**src/rtl/seg_pkg.sv**
```systemverilog
// Shared types and constants for the 7-segment scan controller.
package seg_pkg;

  localparam int NUM_DIGITS = 4;

  typedef enum logic {
    BLANK = 1'b0,
    ON    = 1'b1
  } scan_state_e;

  // Active-high segment patterns, bit0 = a ... bit6 = g; b and d are lower case.
  localparam logic [6:0] HEX_SEG [16] = '{
    7'h3F, 7'h06, 7'h5B, 7'h4F, 7'h66, 7'h6D, 7'h7D, 7'h07,
    7'h7F, 7'h6F, 7'h77, 7'h7C, 7'h39, 7'h5E, 7'h79, 7'h71
  };

endpackage

```
**src/rtl/seg_hex_decode.sv**
```systemverilog
// Combinational hex nibble to active-high 7-segment pattern.
module seg_hex_decode
  import seg_pkg::*;
(
  input  logic [3:0] nibble_i,
  output logic [6:0] seg_o
);

  assign seg_o = HEX_SEG[nibble_i];

endmodule

```
**src/rtl/seg_scan_ctrl.sv**
```systemverilog
// Time-multiplexed 4-digit 7-segment driver with blanking gaps, per-digit
// blink and a valid/ready load port committed only at frame boundaries.
module seg_scan_ctrl
  import seg_pkg::*;
#(
  parameter int unsigned DIGIT_CYCLES   = 12500,
  parameter int unsigned BLANK_CYCLES   = 250,
  parameter int unsigned BLINK_HALF     = 25000000,
  parameter bit          SEG_ACTIVE_LOW = 1'b1,
  parameter bit          EN_ACTIVE_LOW  = 1'b1
) (
  input  logic                  clk,
  input  logic                  rst_n,
  input  logic                  load_valid,
  output logic                  load_ready,
  input  logic [15:0]           load_digits,
  input  logic [NUM_DIGITS-1:0] load_dp,
  input  logic [NUM_DIGITS-1:0] load_blink,
  output logic [6:0]            seg,
  output logic                  dp,
  output logic [NUM_DIGITS-1:0] dig_en,
  output logic                  frame_done,
  output logic                  blink_phase
);

  localparam int unsigned SCAN_MAX = (DIGIT_CYCLES > BLANK_CYCLES) ? DIGIT_CYCLES : BLANK_CYCLES;
  localparam int CW = (SCAN_MAX > 1) ? $clog2(SCAN_MAX) : 1;
  localparam int BW = (BLINK_HALF > 1) ? $clog2(BLINK_HALF) : 1;
  localparam int IW = $clog2(NUM_DIGITS);

  localparam logic [6:0]            SEG_OFF = {7{SEG_ACTIVE_LOW}};
  localparam logic                  DP_OFF  = SEG_ACTIVE_LOW;
  localparam logic [NUM_DIGITS-1:0] EN_OFF  = {NUM_DIGITS{EN_ACTIVE_LOW}};

  scan_state_e           state_q, state_d;
  logic [IW-1:0]         idx_q, idx_d;
  logic [CW-1:0]         cnt_q, cnt_d;
  logic [BW-1:0]         bcnt_q, bcnt_d;
  logic                  phase_q, phase_d;
  logic                  fdone_q, fdone_d;

  logic [15:0]           act_dig_q, act_dig_d, pend_dig_q;
  logic [NUM_DIGITS-1:0] act_dp_q, act_dp_d, pend_dp_q;
  logic [NUM_DIGITS-1:0] act_blk_q, act_blk_d, pend_blk_q;
  logic                  pend_q, pend_d;
  logic                  capture, commit;

  logic [6:0]            seg_q, seg_d, hex_seg;
  logic                  dp_q, dp_d;
  logic [NUM_DIGITS-1:0] en_q, en_d;
  logic                  lit;

  assign capture = load_valid && !pend_q;
  // The boundary acts in the cycle frame_done is high, so a capture made in
  // that same cycle lands in pending and waits a full frame.
  assign commit  = fdone_q && pend_q;

  always_comb begin
    state_d = state_q;
    idx_d   = idx_q;
    cnt_d   = CW'(cnt_q + 1'b1);
    fdone_d = 1'b0;
    case (state_q)
      BLANK: if (cnt_q == CW'(BLANK_CYCLES - 1)) begin
        state_d = ON;
        cnt_d   = '0;
      end
      ON: if (cnt_q == CW'(DIGIT_CYCLES - 1)) begin
        state_d = BLANK;
        cnt_d   = '0;
        idx_d   = (idx_q == IW'(NUM_DIGITS - 1)) ? '0 : IW'(idx_q + 1'b1);
        fdone_d = (idx_q == IW'(NUM_DIGITS - 1));
      end
      default: state_d = BLANK;
    endcase

    bcnt_d  = (bcnt_q == BW'(BLINK_HALF - 1)) ? '0 : BW'(bcnt_q + 1'b1);
    phase_d = phase_q ^ (bcnt_q == BW'(BLINK_HALF - 1));

    pend_d    = commit ? 1'b0 : (capture ? 1'b1 : pend_q);
    act_dig_d = commit ? pend_dig_q : act_dig_q;
    act_dp_d  = commit ? pend_dp_q  : act_dp_q;
    act_blk_d = commit ? pend_blk_q : act_blk_q;
  end

  seg_hex_decode u_dec (
    .nibble_i (act_dig_d[{idx_d, 2'b00} +: 4]),
    .seg_o    (hex_seg)
  );

  // Outputs are built from next-state values so that, in any cycle, they
  // agree with the registered state, index and blink_phase of that cycle.
  always_comb begin
    lit  = (state_d == ON) && !(act_blk_d[idx_d] && phase_d);
    seg_d = (lit ? hex_seg : 7'h00) ^ SEG_OFF;
    dp_d  = (lit && act_dp_d[idx_d]) ^ DP_OFF;
    en_d  = (lit ? (NUM_DIGITS'(1) << idx_d) : '0) ^ EN_OFF;
  end

  always_ff @(posedge clk or negedge rst_n) begin
    if (!rst_n) begin
      state_q    <= BLANK;
      idx_q      <= '0;
      cnt_q      <= '0;
      bcnt_q     <= '0;
      phase_q    <= 1'b0;
      fdone_q    <= 1'b0;
      act_dig_q  <= '0;
      act_dp_q   <= '0;
      act_blk_q  <= '0;
      pend_dig_q <= '0;
      pend_dp_q  <= '0;
      pend_blk_q <= '0;
      pend_q     <= 1'b0;
      seg_q      <= SEG_OFF;
      dp_q       <= DP_OFF;
      en_q       <= EN_OFF;
    end else begin
      state_q   <= state_d;
      idx_q     <= idx_d;
      cnt_q     <= cnt_d;
      bcnt_q    <= bcnt_d;
      phase_q   <= phase_d;
      fdone_q   <= fdone_d;
      act_dig_q <= act_dig_d;
      act_dp_q  <= act_dp_d;
      act_blk_q <= act_blk_d;
      pend_q    <= pend_d;
      if (capture) begin
        pend_dig_q <= load_digits;
        pend_dp_q  <= load_dp;
        pend_blk_q <= load_blink;
      end
      seg_q <= seg_d;
      dp_q  <= dp_d;
      en_q  <= en_d;
    end
  end

  assign load_ready  = !pend_q;
  assign seg         = seg_q;
  assign dp          = dp_q;
  assign dig_en      = en_q;
  assign frame_done  = fdone_q;
  assign blink_phase = phase_q;

endmodule

```
**config.mk**
```make
export PLATFORM = sky130hd
export DESIGN_NAME = seg_scan_ctrl
export DESIGN_NICKNAME = d
export VERILOG_FILES = /design/src/rtl/seg_pkg.sv /design/src/rtl/seg_hex_decode.sv /design/src/rtl/seg_scan_ctrl.sv
export SDC_FILE = /design/constraint.sdc
export NUM_CORES = 1
export LEC_CHECK = 0
export ABC_CLOCK_PERIOD_IN_PS = 3240
export CAP_MARGIN = 20
export CORE_AREA = 8 8 106 156
export DETAILED_ROUTE_END_ITERATION = 8
export DIE_AREA = 0 0 114 164
export HOLD_SLACK_MARGIN = 0.08
export MAX_ROUTING_LAYER = met4
export SLEW_MARGIN = 0
export SYNTH_ARGS = -nofsm -noshare
export SYNTH_HDL_FRONTEND = slang
export SYNTH_SLANG_ARGS = --single-unit
```
**constraint.sdc**
```tcl
create_clock -name clk -period 3.24 [get_ports clk]
set_input_delay 0.648 -clock clk [delete_from_list [all_inputs] [get_ports clk]]
set_output_delay 0.648 -clock clk [all_outputs]
set_load 0.05 [all_outputs]
```
==> flow_results.org, run 1 <==
#+TITLE: Flow metrics

** Status
- The flow ran to the end, and the final reports show no timing, DRC or antenna violations.

** GRT
- For this run, global-route usage on met1 was measured as 0.119.
- The first global-routing pass estimated 16.2 mm of wire.
- The number of antenna violations at the first check in global routing was 0.

** Layout
- Area taken by flip-flops and latches :: 2640 µm²
- In the final layout, the share of cells above drive strength 1 is 0.233.
- The class occupying the most area after layout is reported as flip-flops and latches.
- For this run, the script counts the antenna cells in the layout as 0.
- Logic share of the area :: 0.362
- In the finished layout, the clock tree contains a buffer count of 12.
- Highest-count logic cell in the final layout :: sky130_fd_sc_hd__dfrtp_1
- The final layout report lists a non-clock inverter count of 14.

** Logic synthesis
- Flops after synth :: 105
- The commonest cells after synthesis are sky130_fd_sc_hd__dfrtp_1 (93), sky130_fd_sc_hd__mux2_2 (48), sky130_fd_sc_hd__nor2_1 (35).
- Yosys top cell area share :: 0.480
- In this run, the synthesized area fraction spent on AND-OR/OR-AND gates is recorded as 0.0447.
- Cell accounting for the most synthesized area :: sky130_fd_sc_hd__dfrtp_1
- For this run, the register share of the synthesized area comes to 0.546.
- Of the total synthesized cell area, the portion taken by AND, OR, NAND and NOR gates is 0.136.
- For reference, the top logic cell family by area is multiplexers.
- Before any placement, the netlist area is recorded as 4840 µm².

** Placement
- Estimated wirelength of the detail-placed design :: 6.93 mm

** Clocking
- CTS built an H-tree with a depth of 3.

** Drt
- The routed design uses 5.18 mm of met2 wire.
- Once detail routing completed, the nets flagged for antenna violations numbered 0.

** Floorplanning
- The floorplan step defined a die boundary enclosing 18700 µm².
- Chip Width :: 114 µm

** Critical path
- Walking the critical path from launch to capture passes 10 cell instances.
- Along the critical path, the tally of buffer and inverter instances is 1.
- Per STA, the startpoint of the critical path is cnt_q[1]$_DFF_PN0_.
- The largest individual stage delay along the critical path comes from the cell sky130_fd_sc_hd__dfrtp_1.
- Worst Path Max Fanout :: 8
- Largest stage delay on the critical path :: 0.44 ns

** Final timing
- Final count of hold timing violations :: 0

** Job
- The report counts max-capacitance violations totalling 0.

** Power and ir drop
- Leakage :: 2.71 nW
## run 1: power breakdown
part           internal, mW  leakage (nW)  switching, mW
registers              1.33          1.37        0.00782
clock network         0.641         0.149          0.457
logic                0.0396          1.19         0.0310
## run 1: state kept, by name, indices dropped and copies added, names as in the netlist, 2 cells and up
register	cells
act_blk_q	4
dig_en	4
act_dig_q	16
idx_q	2
act_dp_q	4
cnt_q	14
pend_blk_q	4
pend_dig_q	16
seg	7
pend_dp_q	4
bcnt_q	25
## run 1: metrics by stage
| step | instances | cell area (µm²) |
|---|---|---|
| floorplan | 401 | 4840 |
| global placement | 637 | 5510 |
| detailed placement | 637 | 5510 |
| CTS | 653 | 5830 |
| global route | 655 | 5880 |
| finish | 655 | 5880 |
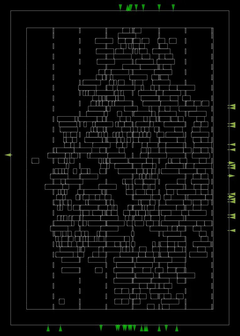
Fig. 1. Placed standard cells (run 1).
final standard cell utilization of the core: 0.410
area inside the core boundary: 14300 µm²

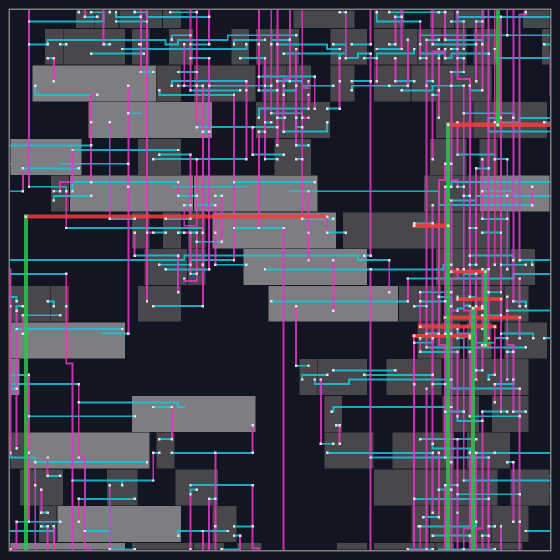
Fig. 2. A small window of the routed layout (run 1).
Window x 37 to 77, y 62 to 102 µm. Cells in gray, sequential cells in the stronger gray; small squares are vias.
Key: red = metal 3; green = metal 4; magenta = metal 2; cyan = metal 1
83 logic cells have their middle in the window. Sequential cells in the window: 13. Most frequent: dfrtp_1 (11), nor2_1 (10), nand3_1 (6). Netlist names of flops here include bcnt_q (5), cnt_q (4), seg (2).

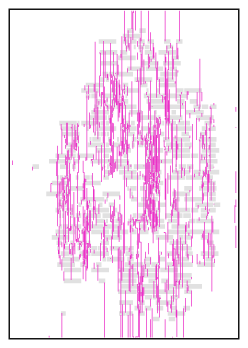
Fig. 3. M2 wires (run 1).
Drawn at 2 px/µm.
The longest straight run is 57.1 µm. The layer holds 54% of the routed length. 435 nets have wire on it. The layer carries 5180 µm of wire. The wires run mostly vertical.
Vias: 3100
total wire length after detailed routing: 9.56 mm

Fig. 4: run 1, routed metal, one color a layer
Drawn at 2 px/µm. Two of the layers only.
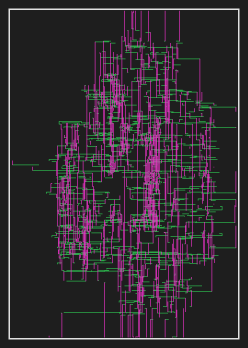

==> run 2: changes to the inputs <==
MAX_ROUTING_LAYER = not set   (was met4)
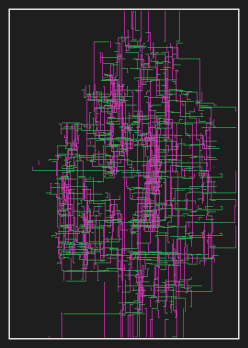
Fig. 5. Routed metal, one color a layer (run 2).
Drawn at 2 px/µm. Two of the layers only.
Key: magenta = metal 2 [wire length 5180 µm]; green = metal 1 [wire length 3850 µm]
All-Layer GR Usage: 0.111
average wire per cell in the routed design: 14.6 µm
Vias: 3089
total wire length after detailed routing: 9.57 mm

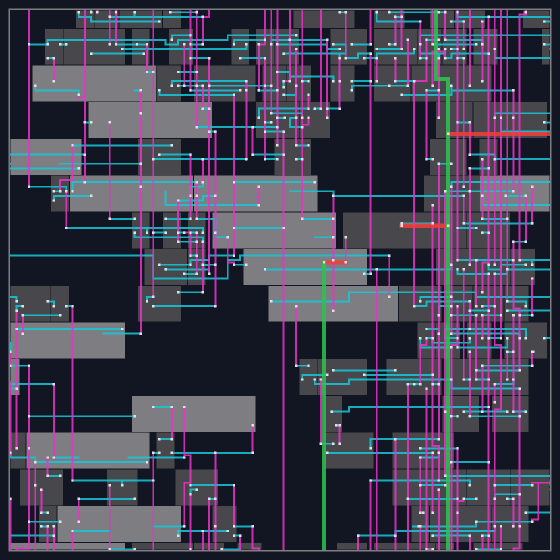
Fig. 6. A small window of the routed layout (run 2).
Window x 37 to 77, y 62 to 102 µm. Cells in gray, sequential cells in the stronger gray; small squares are vias.
Key: red = metal 3; magenta = metal 2; cyan = metal 1; green = metal 4
Most frequent: dfrtp_1 (11), nor2_1 (10), nand3_1 (6). Sequential cells in the window: 13. Netlist names of flops here include bcnt_q (5), cnt_q (4), seg (2). 83 logic cells have their middle in the window.

==> run 2 against run 1 <==
Compared with the run above: cell count unchanged; combinational power about the same; die size did not move; register-to-register slack worse by 0.04 ns; count of clock-buffer cells in the layout stayed put; sequential share of layout area increased by 0.077 points; core utilization shrank 0.070 points; area after synthesis unchanged; highest routed layer unchanged; maximum frequency is 1.4% lower; largest cell class unchanged.
==> flow_results.org, run 2 <==
#+TITLE: Flow metrics

** Status
- The run finished with clean final reports.

** Drt
- The detail route stage leaves a number of antenna-violating nets equal to 0.
- WL met2 :: 5.18 mm
- DRC Markers :: 0
- Signal nets in the final route climb as high as met4.
- Per the detail_route log, met3 wirelength is 335 µm.

** Layout
- Logic share of the area :: 0.361
- In the final layout, the share of cells above drive strength 1 is 0.233.
- The top cell type in the final layout, fill and taps aside, is sky130_fd_sc_hd__dfrtp_1.
- Final standard cell utilization of the core :: 0.410
- The register with the most flip-flops in the layout has 25 of them.
- Non-clock inverters in the final layout number 14.
- The layout has 53 buffers outside the clock class.
- Dominant kind of cell :: flip-flops and latches
- In the final layout, the clock buffer count is 12.
- Once layout is done, the placed cells without fillers occupy 5870 µm².
- Ant. Diodes :: 0
- Final Net Count :: 491
- Excluding fillers, the count of instances in the completed layout stands at 655.
- The largest registers in the layout are bcnt_q: 25 flops, act_dig_q: 16 flops, pend_dig_q: 16 flops.
- Summing all flip-flop and latch instances after layout gives 2640 µm².
- Counting flops per register, the top entry is bcnt_q.

** Critical path
- The number of buffers and inverters on the critical path is 1.
- Per the timing report, the most critical flop-to-flop path originates at cnt_q[1]$_DFF_PN0_.
- Launching instance or port of the critical path :: cnt_q[1]$_DFF_PN0_
- Counting buffers and inverters, the worst setup path is 11 cells deep.
- The worst setup path is of the reg2reg kind.
- CP Data Required Time :: 3.48 ns
- Largest stage delay on the critical path :: 0.45 ns
- Cell at the slowest stage of the critical path :: sky130_fd_sc_hd__dfrtp_1
- In this run the worst path has a maximum fanout of 6.

** Final timing
- In the final report, the number of pins over their slew limit comes to 0.
- Max Clock Skew :: 0.00779 ns
- Worst slew margin relative to its limit :: 0.430
- Worst hold-check slack :: 0.405 ns
- Total Negative Setup Slacks :: 0 ns
- Counting endpoints that fail hold in the final report gives 0.

** Logic synthesis
- Synthesis instantiated 48 different standard cells from the library.
- Before any placement, the netlist area is recorded as 4840 µm².
- Cell types with the highest counts after synthesis :: sky130_fd_sc_hd__dfrtp_1 (93), sky130_fd_sc_hd__mux2_2 (48), sky130_fd_sc_hd__nor2_1 (35)
- In this run, synthesis inferred 0 flip-flops with an integrated enable.
- Synthesized chip area reported by yosys :: 4840 µm²
- After synthesis, the mean cell area works out to 12.1 µm².
- In the synthesized netlist, the number of instances is 401.
- Flops after synth :: 105
- Register share after synthesis :: 0.546
- Yosys stat counts 401 cells in the synthesized netlist.
- The synthesis report gives the async set-or-reset register share as 1.00.
- The area fraction of the largest cell type after synthesis is 0.480.
- Most common flop cell mapped by yosys :: sky130_fd_sc_hd__dfrtp_1
- sky130_fd_sc_hd__dfrtp_1 takes more of the synthesized area than any other cell.

** Placement
- Once placement completed, the tool counted placed cells totaling 637.
- Worst Setup Slack post-DPL :: 0.0184 ns
- The placement stage leaves a total instance area of 5510 µm².
- Buffers on Ports :: 41
- Estimated wirelength of the detail-placed design :: 6.93 mm

** Floorplanning
- The horizontal die dimension reported for this design is 114 µm.
- In this run the standard cell core region covers 14300 µm².
- Area of the die :: 18700 µm²

** Job
- Reported max-cap violation count :: 0
- The number of warnings reported in the stage logs is 32.

** GRT
- Wire length of the first global-routing pass :: 16.2 mm
- Met1 track demand over resource :: 0.116
- The number of antenna violations at the first check in global routing was 0.

** Clocking
- Deepest level of the CTS H-tree :: 3
- The cell sitting at the root of the clock tree is a sky130_fd_sc_hd__clkbuf_16.

** Power and ir drop
- Leakage :: 2.71 nW
## run 2: netlist changes by cell type in the layout (fill, tap and decap cells not counted)
cell,change
sky130_fd_sc_hd__ha_4,-1
sky130_fd_sc_hd__ha_2,+1
## run 2: power by group
part / switching (mW) / internal [mW]
combinational: 0.0311 / 0.0396
clock: 0.458 / 0.641
sequential: 0.00786 / 1.33
## run 2: cells by family (layout without fill, tap and decap cells)
family / Yosys count / in the layout / share of synthesized area
AND-OR/OR-AND: 29 / 29 / 0.0447
XOR/XNOR: 37 / 37 / 0.0669
adder cells (fa/ha/maj): 10 / 10 / 0.0258
buffers and inverters: 25 / 83 / 0.0240
flip-flops: 105 / 105 / 0.546
multiplexers: 69 / 69 / 0.157
AND/OR/NAND/NOR: 126 / 126 / 0.136
No activity file was given, so power comes from the tool's default toggle rates.
